## config.mk

```make
export PLATFORM = sky130hd
export DESIGN_NAME = fetch_unit
export DESIGN_NICKNAME = d
export VERILOG_FILES = /design/src/rtl/fetch_unit_pkg.sv /design/src/rtl/fetch_unit_pc_mux.sv /design/src/rtl/fetch_unit.sv
export SDC_FILE = /design/constraint.sdc
export NUM_CORES = 1
export LEC_CHECK = 0
export CAP_MARGIN = 0
export CORE_ASPECT_RATIO = 1.75
export CORE_MARGIN = 3
export CORE_UTILIZATION = 40
export CTS_BUF_LIST = sky130_fd_sc_hd__clkbuf_8 sky130_fd_sc_hd__clkbuf_16
export DETAILED_ROUTE_END_ITERATION = 12
export PLACE_DENSITY = 0.7
export SYNTH_ARGS = -nofsm -noshare
export SYNTH_HDL_FRONTEND = slang
export SYNTH_SLANG_ARGS = --single-unit
```

## constraint.sdc

```tcl
create_clock -name clk -period 3.35 [get_ports clk]
set_input_delay 0.67 -clock clk [delete_from_list [all_inputs] [get_ports clk]]
set_output_delay 0.67 -clock clk [all_outputs]
set_load 0.01 [all_outputs]
```

## src/rtl/fetch_unit_pkg.sv

```systemverilog
// Shared fetch-unit types and defaults.
// Address width, reset/vector constants, event codes, state bundle.
package fetch_unit_pkg;

  localparam int ADDR_W = 16;

  typedef logic [ADDR_W-1:0] addr_t;

  localparam addr_t RESET_PC_DEF   = 16'h0001;
  localparam addr_t IRQ_VECTOR_DEF = 16'h0000;
  localparam addr_t HALT_WORD_DEF  = 16'hFFFF;

  typedef enum logic [2:0] {
    EV_ADV,
    EV_STALL,
    EV_HOLD,
    EV_HALT,
    EV_IRQ,
    EV_RETI,
    EV_REDIR
  } fetch_ev_e;

  typedef struct packed {
    addr_t fetch_pc;
    addr_t resp_pc;
    logic  resp_valid;
    logic  halted;
  } fetch_st_t;

endpackage

```

## src/rtl/fetch_unit_pc_mux.sv

```systemverilog
// Per-cycle event priority, memory address mux and next fetch state.
// Purely combinational; the top only registers what this produces.
module fetch_unit_pc_mux
  import fetch_unit_pkg::*;
#(
  parameter addr_t IRQ_VECTOR = IRQ_VECTOR_DEF,
  parameter addr_t HALT_WORD  = HALT_WORD_DEF
) (
  input  fetch_st_t cur,
  input  addr_t     epc,
  input  logic      in_irq,
  input  addr_t     instr,
  input  logic      stall,
  input  logic      redirect_valid,
  input  addr_t     redirect_target,
  input  logic      reti,
  input  logic      irq,
  output addr_t     pc,
  output fetch_st_t nxt,
  output fetch_ev_e ev
);

  logic  vld;
  logic  irq_en;
  logic  hi;
  addr_t tgt;

  assign vld    = cur.resp_valid & ~cur.halted;
  assign irq_en = irq & ~in_irq;
  assign hi     = redirect_valid | reti | irq_en;

  // Conditions are made mutually exclusive to encode the priority
  always_comb begin
    ev = EV_ADV;
    unique case (1'b1)
      redirect_valid:
        ev = EV_REDIR;
      reti & ~redirect_valid:
        ev = EV_RETI;
      irq_en & ~redirect_valid & ~reti:
        ev = EV_IRQ;
      ~hi & cur.halted:
        ev = EV_HOLD;
      ~hi & vld & stall:
        ev = EV_STALL;
      ~hi & vld & ~stall & (instr == HALT_WORD):
        ev = EV_HALT;
      default:
        ev = EV_ADV;
    endcase
  end

  always_comb begin
    tgt = redirect_target;
    unique case (ev)
      EV_RETI: tgt = epc;
      EV_IRQ:  tgt = IRQ_VECTOR;
      default: tgt = redirect_target;
    endcase
  end

  always_comb begin
    nxt = cur;
    pc  = cur.fetch_pc;
    unique case (ev)
      EV_REDIR, EV_RETI, EV_IRQ: begin
        pc             = tgt;
        nxt.resp_pc    = tgt;
        nxt.resp_valid = 1'b1;
        nxt.fetch_pc   = tgt + addr_t'(1);
        nxt.halted     = 1'b0;
      end
      EV_STALL: begin
        // re-read the held word so INSTR stays stable
        pc = cur.resp_pc;
      end
      EV_HOLD: begin
        pc = cur.fetch_pc;
      end
      EV_HALT: begin
        nxt.halted     = 1'b1;
        nxt.resp_valid = 1'b0;
      end
      EV_ADV: begin
        nxt.resp_pc    = cur.fetch_pc;
        nxt.resp_valid = 1'b1;
        nxt.fetch_pc   = cur.fetch_pc + addr_t'(1);
      end
      default: begin
        pc = cur.fetch_pc;
      end
    endcase
  end

endmodule

```

## src/rtl/fetch_unit.sv

```systemverilog
// Instruction-fetch front end with stall, redirect, irq and halt.
// Memory is synchronous: INSTR answers the PC of the previous edge.
module fetch_unit
  import fetch_unit_pkg::*;
#(
  parameter addr_t RESET_PC   = RESET_PC_DEF,
  parameter addr_t IRQ_VECTOR = IRQ_VECTOR_DEF,
  parameter addr_t HALT_WORD  = HALT_WORD_DEF
) (
  input  logic        clk,
  input  logic        rst,
  output logic [15:0] PC,
  input  logic [15:0] INSTR,
  input  logic        stall,
  input  logic        redirect_valid,
  input  logic [15:0] redirect_target,
  input  logic        reti,
  input  logic        irq,
  output logic        irq_ack,
  output logic [15:0] instr_out,
  output logic        instr_valid,
  output logic [15:0] instr_pc,
  output logic [15:0] epc,
  output logic        in_irq,
  output logic        halted
);

  fetch_st_t st;
  fetch_st_t nxt;
  fetch_ev_e ev;
  addr_t     pc_mux;

  fetch_unit_pc_mux #(
    .IRQ_VECTOR (IRQ_VECTOR),
    .HALT_WORD  (HALT_WORD)
  ) u_mux (
    .cur             (st),
    .epc             (epc),
    .in_irq          (in_irq),
    .instr           (INSTR),
    .stall           (stall),
    .redirect_valid  (redirect_valid),
    .redirect_target (redirect_target),
    .reti            (reti),
    .irq             (irq),
    .pc              (pc_mux),
    .nxt             (nxt),
    .ev              (ev)
  );

  always_ff @(posedge clk) begin
    if (rst) begin
      st.fetch_pc   <= RESET_PC;
      st.resp_pc    <= '0;
      st.resp_valid <= 1'b0;
      st.halted     <= 1'b0;
      epc           <= '0;
      in_irq        <= 1'b0;
    end else begin
      st <= nxt;
      if (ev == EV_IRQ) begin
        // resume at the word being presented, else the next fetch
        epc    <= instr_valid ? st.resp_pc : st.fetch_pc;
        in_irq <= 1'b1;
      end else if (ev == EV_RETI) begin
        in_irq <= 1'b0;
      end
    end
  end

  assign PC          = pc_mux;
  assign irq_ack     = ~rst & (ev == EV_IRQ);
  assign instr_out   = INSTR;
  assign instr_valid = st.resp_valid & ~st.halted;
  assign instr_pc    = st.resp_pc;
  assign halted      = st.halted;

endmodule

```

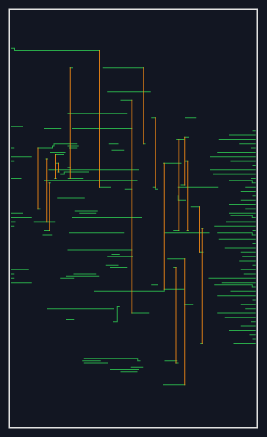
Figure 1: run 1, wiring by layer.
Two of the layers only.
| colour | layer | wire length |
|---|---|---|
| orange | metal 4 | 478 um |
| green | metal 3 | 890 um |
total wire length: 12.46 mm
all-layer global routing usage: 24.37%
routed wirelength normalized by instance count: 17.54 um
DR vias: 4057

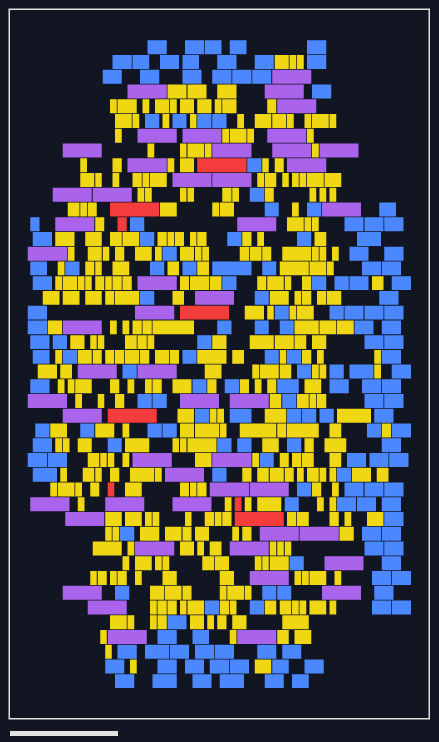
Figure 2: run 1, placed cells, one colour a class.
Scale bar: 20 um.
| colour | class | cells | share of their area |
|---|---|---|---|
| purple | flops | 51 | 21% |
| yellow | combinational and other logic | 362 | 44% |
| blue | other buffers and delay cells | 174 | 32% |
| red | clock drivers and dummy loads | 8 | 2.8% |
area of the core: 0.008478 mm2
post-route core utilization: 59.58%
Finished Cell Area: 0.005051 mm2
register share of the cell area: 20.21%
# rows: 44

==> summary.txt, run 1 <==
The layout was made with Yosys and OpenROAD.

Walking the critical path from launch to capture passes 8 cell instances. The family of cells with the greatest summed delay on the critical path is buffers and inverters. The synthesized instance count is 478. The most used flip-flop cell after synthesis is sky130_fd_sc_hd__dfxtp_1.

OpenSTA lists the critical path startpoint as redirect_valid. The highest-delay cell along the critical path is sky130_fd_sc_hd__clkdlybuf4s50_1. Wire segments on met2 add up to 6.609 mm in the final route. TritonCTS built the clock tree. Of the total power, the clock network draws 29.5%.

The skew report gives the latency at the later pin of the worst-skew pair as 0.29 ns. met2 is the most crowded layer. The worst path setup slack after routing is 0.09346 ns. The worst supply voltage drop on vdd is 316.6 uV. The sum of routed wire segments on met1 is 4.478 mm. The worst register-to-register path has a setup slack of 0.65 ns.

In this run the deepest clock path goes through 2 buffers. The met3 routed wirelength is 890 um. Per the detail_route report, vias per standard cell equal 5.714. The critical path is of the primary input to primary output type. The nature of the critical path endpoint is a primary output. Hold repair after CTS inserted 0 buffers.

The run finished with clean final reports. According to the I/O placement log, the pin count is 106. The synthesized netlist occupies a cell area of 0.003551 mm2. Per the OpenROAD floorplan log, the height of the die is 130.6 um. Derived from the worst setup path, the maximum achievable clock frequency is 307.1 MHz. The count of endpoints failing setup in the final report is 0. The top fanout value on the critical path is 5. The post-synth register bit count is 51. The chip occupies 0.01009 mm2. Max-slew check failures listed in the final report amount to 0. The end of the worst register-to-register path is st[33]. The share of the synthesized area in the top cell type is 28.75%. The power report puts the net switching power at 0.5109 mW. The count of nets left with antenna violations once routing finished came out at 0.

Counting flops with a built-in enable in the synthesized netlist gives 0. The buffer-and-inverter tally for the worst setup path is 3. Synthesis produced a netlist with a net count of 517. For the worst reg-to-reg path, the startpoint reported by OpenROAD is in_irq.

In the Yosys stats the netlist draws on 71 distinct library cells. By area the synthesized netlist is led by sky130_fd_sc_hd__dfxtp_1, sky130_fd_sc_hd__nand2_1, sky130_fd_sc_hd__buf_4. The highest routing layer actually used is met4. Per the synthesis report, the dominant area consumer among library cells is sky130_fd_sc_hd__dfxtp_1. The source of the worst hold timing path is st[1]. The worst hold path cell count is 2.

TritonRoute reported its final design rule violation total as 0. The number of cells in the yosys synthesis report is 478. The first global-routing pass estimated 19.73 mm of wire.

For met1 alone, demand over resource in global routing was 26.16%. The fraction of synthesis flops using an asynchronous set or reset pin is 0%. Counting the buffers created by CTS gives 5. The layout summary lists the proportion of cells stronger than drive strength 1 as 17.98%. For this run, the chip area from Yosys synthesis comes to 0.003551 mm2.

The worst path needs 3.257 ns of the cycle, external delays included. In this run the power density over the cells is 333.6 mW/mm2. The met2 usage is 44.52%. The share of total power dissipated in combinational logic is 28.9%. The number of hold violations in the final report is 0.
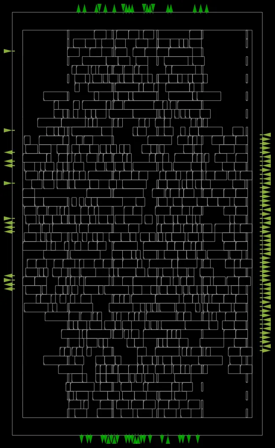
Figure 3: run 1, cell placement.
Final Non-Filler Cells: 710
TAP cells: 115

==> run 1: kinds of logic (layout without fill, tap and decap cells) <==
kind of cell / after synthesis / after routing / share of synthesized area [%]
AOI/OAI and AO/OA: 126 / 126 / 27.17
xor gates and xnor gates: 4 / 4 / 0.9868
buffers and inverters: 71 / 188 / 11.94
and+or+nand+nor: 219 / 219 / 28.96
DFF: 51 / 51 / 28.75
adders and majority gates: 1 / 1 / 0.3523
muxes: 6 / 6 / 1.832
==> run 1: state kept, by name, summed over array words and instances, names as in the netlist <==
name and flops:
epc 16, halted 1, in_irq 1, instr_pc 16
st 17
==> run 1: power by group through the flow <==
stage	clock network [mW]	logic [mW]	registers, mW
2_1_floorplan	0	0.261	0.699
3_3_place_gp	0	0.484	0.712
3_5_place_dp	0	0.490	0.713
4_1_cts	0.499	0.489	0.699
5_1_grt	0.525	0.527	0.706
6_report	0.498	0.487	0.700
==> run 1: metrics by stage <==
step | power, mW | TNS, ns
floorplan | 0.9605 | 0
global placement | 1.196 | -2.500
detailed placement | 1.203 | -2.935
CTS | 1.687 | -0.04232
global route | 1.758 | 0
finish | 1.685 | 0
==> run 1: cells in the final DEF (no fill, tap or decap), types with 3 or more instances in the layout <==
master                             n
sky130_fd_sc_hd__and3_1            7
sky130_fd_sc_hd__a311oi_1         17
sky130_fd_sc_hd__nand2b_1          3
sky130_fd_sc_hd__mux2i_1           5
sky130_fd_sc_hd__xnor2_1           3
sky130_fd_sc_hd__dfxtp_1          51
sky130_fd_sc_hd__inv_1             7
sky130_fd_sc_hd__buf_4            66
sky130_fd_sc_hd__nand3_1          16
sky130_fd_sc_hd__a211oi_1         10
sky130_fd_sc_hd__a21oi_1          27
sky130_fd_sc_hd__nand4_1           6
sky130_fd_sc_hd__a211o_1           4
sky130_fd_sc_hd__a22o_1            3
sky130_fd_sc_hd__dlymetal6s2s_1    6
sky130_fd_sc_hd__nor2_2            3
sky130_fd_sc_hd__o21ai_0          13
sky130_fd_sc_hd__a22oi_1          14
sky130_fd_sc_hd__a221o_1           6
sky130_fd_sc_hd__nor2_1           64
sky130_fd_sc_hd__clkbuf_16         5
sky130_fd_sc_hd__nor3_1           10
sky130_fd_sc_hd__clkdlybuf4s50_1  88
sky130_fd_sc_hd__dlygate4sd2_1    10
sky130_fd_sc_hd__a31oi_1           3
sky130_fd_sc_hd__nand2_1          83
==> run 1: final cells by class <==
type | count | area, um2
Clock inverter | 3 | 12.51
Fill cell | 786 | 3427
Timing Repair Buffer | 174 | 1587
Sequential cell | 51 | 1021
Tap cell | 115 | 143.9
Inverter | 6 | 22.52
Clock buffer | 5 | 125.1
Multi-Input combinational cell | 356 | 2140
==> run 1: worst max path at each step <==
| stage | endpoint |
|---|---|
| floorplan | st[28] |
| global placement | PC[13] |
| detailed placement | PC[13] |
| CTS | PC[13] |
| global route | PC[1] |
| finish | PC[3] |
==> run 1: synth_stat cells (all sizes together) (4+ instances only) <==
cell	instances
a211o	4
a211oi	12
a21oi	27
a221o	6
a22oi	14
a311oi	17
a31oi	4
and3	8
buf	45
clkbuf	20
dfxtp	51
inv	5
mux2i	5
nand2	85
nand3	18
nand4	6
nor2	68
nor2b	4
nor3	13
o21ai	14
Figure 4. Power grid (run 1).
Scale bar: 20 um. Pins as bars on the die edge.
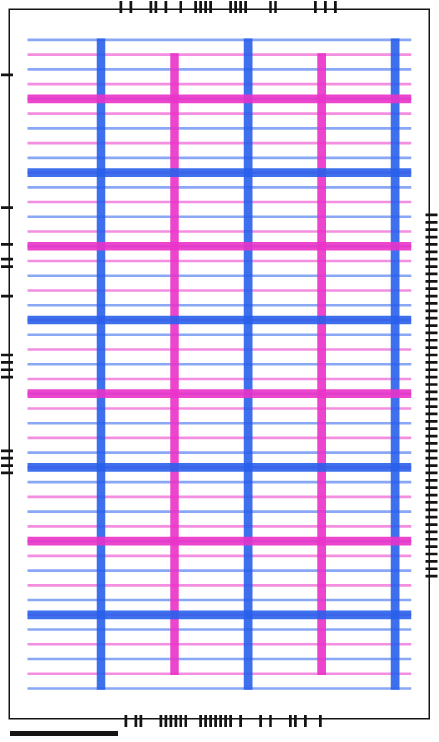

--- run 2 (diff from run 1) ---
--- a/config.mk
+++ b/config.mk
@@ -8,10 +8,9 @@
 export CAP_MARGIN = 0
 export CORE_ASPECT_RATIO = 1.75
 export CORE_MARGIN = 3
-export CORE_UTILIZATION = 40
+export CORE_UTILIZATION = 25
 export CTS_BUF_LIST = sky130_fd_sc_hd__clkbuf_8 sky130_fd_sc_hd__clkbuf_16
 export DETAILED_ROUTE_END_ITERATION = 12
-export PLACE_DENSITY = 0.7
 export SYNTH_ARGS = -nofsm -noshare
 export SYNTH_HDL_FRONTEND = slang
 export SYNTH_SLANG_ARGS = --single-unit
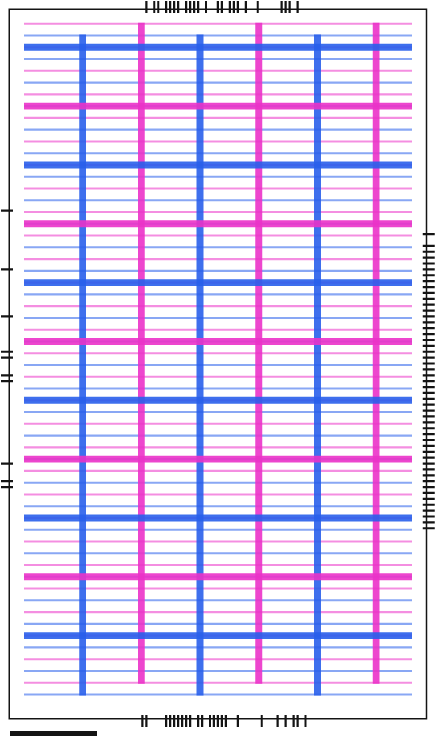
Figure 5: run 2, power grid.
Scale bar: 20 um. Pins as bars on the die edge.
| colour | net |
|---|---|
| blue | VSS |
| magenta | VDD |
rows: 57
signal pins: 106
area of the core: 0.01391 mm2
Die Ht: 163.7 um
Die X-Extent: 96.09 um

==> run 2 against run 1 <==
Compared with the run above:
- worst setup slack improved by 0.0071 ns
- global-route usage is 6.7 points lower
- register-to-register slack lost 0.08 ns
- non-clock buffer count increased by 16
- power grew 3.6%
- clock-buffer cell count up 1
- worst hold slack improved by 0.015 ns
- first-iteration DRC count increased by 28%
- sequential share of layout area decreased by 1.1 points
- wire length is 12% higher
- highest routed layer unchanged
- area after synthesis unchanged
- cell count up 11%
==> summary.txt, run 2 <==
The layout was made with Yosys and OpenROAD.

The number of nets in the synthesized netlist is 517. The design draws 1.746 mW. The OpenROAD warning count is 27. The port buffer count is 105. The post-synth register bit count is 51. The script computed a power per unit cell area of 327.3 mW/mm2.

Per the cell usage report, the commonest logic cells after layout are sky130_fd_sc_hd__clkdlybuf4s50_1, sky130_fd_sc_hd__nand2_1, sky130_fd_sc_hd__buf_4. The cell count after synthesis is 478. The TritonCTS clock tree is built. The number of cells in the yosys synthesis report is 478. The clock buffer count from CTS is 5. The commonest cells after synthesis are sky130_fd_sc_hd__nand2_1, sky130_fd_sc_hd__nor2_1, sky130_fd_sc_hd__dfxtp_1. The count of nets left with antenna violations once routing finished came out at 0. The number of flip-flops in the largest register is 17. The most frequent cell after synthesis is sky130_fd_sc_hd__nand2_1. The longest clock path from root to sink contains 2 buffers. The startpoint of the worst register-to-register path is in_irq. The area taken by flip-flops and latches is 0.001021 mm2. The biggest area consumer among synthesized cells is sky130_fd_sc_hd__dfxtp_1. In the final layout, the fill cell count is 1465.

Overall routing resource usage recorded by global route was 17.68%. The area of the mapped netlist is 0.003551 mm2. The report shows a maximum critical-path fanout of 7. After detailed routing, the total wire length is 13.96 mm.

Per the detail_route report, routed wire per instance is 17.73 um. The vias after detailed routing is 4107. The nature of the critical path endpoint is a primary output. The clock network latency to the later pin of the worst-skew pair is 0.30 ns. The most common cell after layout, fill and taps aside is sky130_fd_sc_hd__clkdlybuf4s50_1.

The total DRC errors in the routed layout is 0. The fraction of synthesis flops using an asynchronous set or reset pin is 0%. The count of endpoints failing setup in the final report is 0. The layout summary lists the proportion of cells stronger than drive strength 1 as 21.64%. The final max-slew violation count recorded for this run is 0. The most instantiated flip-flop cell in the synthesis netlist is sky130_fd_sc_hd__dfxtp_1. The beginning of the critical path is redirect_valid. The post-synth count of flops with an enable pin is 0. By area the synthesized netlist is led by sky130_fd_sc_hd__dfxtp_1, sky130_fd_sc_hd__nand2_1, sky130_fd_sc_hd__buf_4. The path type of the worst setup path is primary input to primary output. Detailed placement reports a standard cell area of 0.005114 mm2. After layout, the minimum clock period comes to 3.249 ns. Dividing the detail-routed via count by the number of cells gives 5.219.

The number of hold violations in the final report is 0. The post-synth area from yosys stat is 0.003551 mm2. The buffer-and-inverter tally for the worst setup path is 3.

For the worst min-delay path, the startpoint reported by OpenROAD is st[1]. The flow ran to the end, and the final reports show no timing, DRC or antenna violations. 106 I/O pins were placed. The number of distinct library cells after synthesis is 71. In this run the core area contains 57 standard-cell rows. The register bank with the most flops is st. The worst supply voltage drop on vdd is 196.9 uV. Derived from the worst setup path, the maximum achievable clock frequency is 307.7 MHz.
[run 2: cell counts after synthesis]
No cell type changed its count.
[run 2: report_power, final]
part	leakage (nW)	internal (mW)	switching, mW	total [mW]
sequential	0.420	0.648	0.0559	0.704
combinational	1.63	0.269	0.244	0.513
clock	0.0727	0.293	0.236	0.529
total	2.13	1.21	0.536	1.75
[run 2: path summary, 6_finish.rpt]
| kind | endpoint | cells past startpoint | slack (ns) |
|---|---|---|---|
| max | PC[9] | 8 | 0.10 |
| min | st[1] | 2 | 0.49 |
| min reg2reg | st[1] | 2 | 0.49 |
| max reg2reg | st[29] | 10 | 0.57 |
[run 2: kinds of logic after synthesis]
family,count (synthesis),share of synthesized area [%]
AND-OR/OR-AND,126,27.17
XOR/XNOR,4,0.9868
adder cells (fa/ha/maj),1,0.3523
buffers and inverters,71,11.94
flip-flops,51,28.75
multiplexers,6,1.832
AND/OR/NAND/NOR,219,28.96
[run 2: repair_timing]
item                       in CTS  in global routing
cloned                          0                  0
gates resized                  26                 11
buffers inserted                0                  2
hold buffers                    0                  0
setup endpoints to repair      20                  9
pin swaps                       0                  1
[run 2: metal layers]
layer	track usage, %	wire length (um)	vias up
li1	-	-	1959
met1	18.29	4945	1967
met2	34.19	7677	153
met3	2.120	844	28
met4	7.448	487	0
met5	0	0	-
[run 2: area by class of cell]
type	count	share of cell area [%]
Multi-Input combinational cell	356	41.00
Timing Repair Buffer	190	32.58
Sequential cell	51	19.14
Tap cell	177	4.152
Clock buffer	6	2.604
Inverter	6	0.4222
Clock inverter	1	0.09383
[run 2: through the flow]
stage / TNS [ns] / hold slack, ns / std cells / utilization (%)
2_1_floorplan: 0 / 0.4502 / 478 / -
4_1_cts: 0 / 0.4750 / 785 / 37.95
3_5_place_dp: -4.776 / 0.4653 / 778 / 36.77
6_report: 0 / 0.4907 / 787 / 38.35
3_3_place_gp: -3.952 / 0.4626 / 778 / 36.77
5_1_grt: -0.01239 / 0.5169 / 787 / 38.35
[run 2: worst min-delay path: stages, from the launching register on]
cell and delay, ns:
sky130_fd_sc_hd__dfxtp_1 0.33, sky130_fd_sc_hd__nand2_1 0.06, sky130_fd_sc_hd__a21oi_1 0.06
Figure 6. Wiring by layer (run 2).
Two of the layers only.
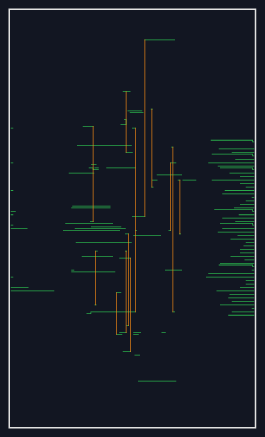

--- run 3 (diff from run 2) ---
--- a/config.mk
+++ b/config.mk
@@ -7,10 +7,11 @@
 export LEC_CHECK = 0
 export CAP_MARGIN = 0
 export CORE_ASPECT_RATIO = 1.75
-export CORE_MARGIN = 3
+export CORE_MARGIN = 1.5
 export CORE_UTILIZATION = 25
 export CTS_BUF_LIST = sky130_fd_sc_hd__clkbuf_8 sky130_fd_sc_hd__clkbuf_16
 export DETAILED_ROUTE_END_ITERATION = 12
+export DONT_BUFFER_PORTS = 1
 export SYNTH_ARGS = -nofsm -noshare
 export SYNTH_HDL_FRONTEND = slang
 export SYNTH_SLANG_ARGS = --single-unit
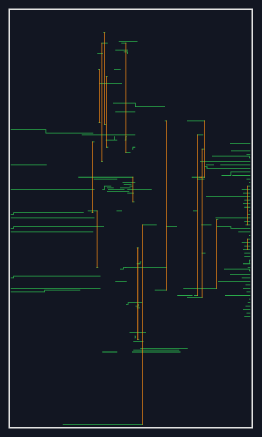
Figure 7: run 3, wiring by layer.
Two of the layers only.
| colour | layer | wire length |
|---|---|---|
| orange | metal 4 | 594 um |
| green | metal 3 | 912 um |
DR vias: 3501
all-layer global routing usage: 17.17%
routed wirelength normalized by instance count: 20.42 um

==> run 3 against run 2 <==
Compared with the run above:
- clock skew fell by 0.0016 ns
- largest power group unchanged
- fmax grew 4.9%
- highest routed layer unchanged
- via count decreased by 15%
- clock power grew 3.8%
==> summary.txt, run 3 <==
The layout was made with Yosys and OpenROAD.

By area the synthesized netlist is led by sky130_fd_sc_hd__dfxtp_1, sky130_fd_sc_hd__nand2_1, sky130_fd_sc_hd__buf_4. The vias per cell is 5.629. Once the clock tree was built, the setup fixing pass inserted 0 buffers. For this design, the CTS-stage hold fixing added 0 buffers. The sum of internal, switching and leakage power is 1.538 mW.

The level count of the clock H-tree is 2. The OpenROAD warning count is 26. Cells with a size suffix above 1 make up 13.03% of the layout. IR analysis of the VDD net gives a maximum drop of 178.1 uV. In the synthesis report, Yosys lists the chip area as 0.003551 mm2. After synthesis, the share of flip-flops with an asynchronous set or reset is 0%. The number of distinct library cells after synthesis is 71. The family of cells with the greatest summed delay on the critical path is simple AND/OR/NAND/NOR gates.

For reference, the mux area share after synthesis is 1.832%. The buffer levels on the longest clock path is 2. After floorplanning, the core was divided into 57 placement rows. Among the stages of the critical path, the cell type that occurs most often is sky130_fd_sc_hd__buf_4.

The total DRC errors in the routed layout is 0. Once synthesis finished, the tally of register bits stood at 51. The total I/O pin count is 106. The post-synthesis simple-gate area fraction is 28.96%. The critical path contains buffers and inverters numbering 2 combined. The number of nets in the synthesized netlist is 517. Synthesis handed over a netlist of 478 instances. The count of library flops with an enable pin is 0. The largest combinational cell category by area is simple AND/OR/NAND/NOR gates. The biggest area consumer among synthesized cells is sky130_fd_sc_hd__dfxtp_1. The most common cell after layout, fill and taps aside is sky130_fd_sc_hd__nand2_1. The register with the most flip-flops in the final layout is st. The count of inserted antenna diode cells is 0.

The port buffer count is 0. The flow ran to the end, and the final reports show no timing, DRC or antenna violations. The critical path in this run is classified as flip-flop to primary output. In this run the standard cell core region covers 0.01391 mm2.

Static timing analysis puts the maximum clock frequency at 322.9 MHz. The die footprint is 0.01496 mm2. The post-synthesis share of cell area spent on and-or and or-and gates is 27.17%. The transition time at the pin with the least slew margin is 0.6719 ns.

The most frequent cell after synthesis is sky130_fd_sc_hd__nand2_1. The TritonCTS clock tree is built. The number of hold violations in the final report is 0.

Post-synth the commonest register cell is sky130_fd_sc_hd__dfxtp_1. The share of the synthesized area in the top cell type is 28.75%. The wire length after detailed routing is 12.70 mm. The clock period could shrink to 3.097 ns.

The first global-routing pass estimated 19.49 mm of wire. STA classifies the critical path endpoint as a primary output. After synthesis, the most frequently instantiated cells are sky130_fd_sc_hd__nand2_1, sky130_fd_sc_hd__nor2_1, sky130_fd_sc_hd__dfxtp_1.

Per the Yosys statistics, synthesis produced 478 cells. The count of endpoints failing setup in the final report is 0. The report lists the number of cells resized after CTS as 0. The register with the most flip-flops in the layout has 17 of them.

The cell area that synthesis handed to floorplanning was 0.003551 mm2. In this run the vertical extent of the chip is 160.7 um. The post-detailed-route count of antenna-violating nets is 0. The top fanout value on the critical path is 7. The clock buffer count from CTS is 5. The top cell types in the final layout, fill and taps aside, are sky130_fd_sc_hd__nand2_1, sky130_fd_sc_hd__nor2_1, sky130_fd_sc_hd__dfxtp_1.

The highest-delay cell along the critical path is sky130_fd_sc_hd__dfxtp_1. The synthesized-area fraction occupied by adder cells is 0.3524%. The cell area power density is 413.3 mW/mm2.

The synthesized netlist devotes 0.9866% of its cell area to XOR and XNOR gates. Counting pins that exceed their max-slew limit in the final report gives 0. The summed negative setup slack over all endpoints is 0 ns. From left edge to right edge, the die measures 93.09 um.
-- run 3: cell types whose count changed in the layout (fill, tap and decap cells not counted), moves of 2 or more --
| cell | delta |
|---|---|
| sky130_fd_sc_hd__nor2_2 | -2 |
| sky130_fd_sc_hd__buf_4 | -55 |
| sky130_fd_sc_hd__buf_12 | -5 |
| sky130_fd_sc_hd__nor2_1 | +3 |
| sky130_fd_sc_hd__dlygate4sd2_1 | -13 |
| sky130_fd_sc_hd__clkdlybuf4s50_1 | -88 |
| sky130_fd_sc_hd__buf_6 | -2 |
-- run 3: kinds of logic (layout without fill, tap and decap cells) --
logic type                 Yosys count  in the layout
DFF                                 51             51
AOI/OAI and AO/OA                  126            126
buffers and inverters               71             38
adders and majority gates            1              1
muxes                                6              6
xor gates and xnor gates             4              4
and+or+nand+nor                    219            219
-- run 3: final cells by class --
cell class	count	area, um2
Clock buffer	7	152.6
Sequential cell	51	1021
Multi-Input combinational cell	356	2120
Clock inverter	1	3.754
Inverter	6	22.52
Tap cell	177	221.5
Timing Repair Buffer	24	180.2
Fill cell	1503	10190
-- run 3: stage by stage --
stage	hold slack, ns	cells	setup slack, ns	utilization, %	cell area, um2
6_report	0.4355	622	0.2531	26.76	3721
5_1_grt	0.4253	622	0.1055	26.76	3721
4_1_cts	0.4369	622	0.2277	26.76	3721
3_5_place_dp	0.4692	614	0.2514	25.63	3565
3_3_place_gp	0.4643	614	0.3037	25.63	3565
2_1_floorplan	0.4502	478	0.2254	-	3551
-- run 3: worst reg2reg max path, stage by stage (launching register included) --
cell and delay, ns:
sky130_fd_sc_hd__dfxtp_1 0.39, sky130_fd_sc_hd__nor2b_1 0.52, sky130_fd_sc_hd__o21bai_4 0.26, sky130_fd_sc_hd__a22oi_1 0.50, sky130_fd_sc_hd__nor2_1 0.16, sky130_fd_sc_hd__a31oi_2 0.45
sky130_fd_sc_hd__nor4b_1 0.11, sky130_fd_sc_hd__a2111oi_1 0.37
-- run 3: worst paths after layout --
kind	start	endpoint	slack [ns]	cells after the start
setup / recovery	in_irq	PC[7]	0.25	7
hold / removal	rst	epc[5]	0.44	1
setup reg to reg	in_irq	st[29]	0.46	7
hold reg to reg	st[1]	st[1]	0.48	2
-- run 3: layer usage --
layer	track usage [%]	vias to the layer above	wire [um]
met3	4.640	40	912
met5	0	-	0
met2	31.95	185	6997
met4	9.160	0	593
met1	16.74	1643	4197
li1	-	1633	-
-- run 3: power by group --
group / switching (mW) / internal [mW]
clock network: 0.233 / 0.316
logic: 0.165 / 0.104
registers: 0.0711 / 0.648
total: 0.469 / 1.07
Power and IR drop assume default switching activity.
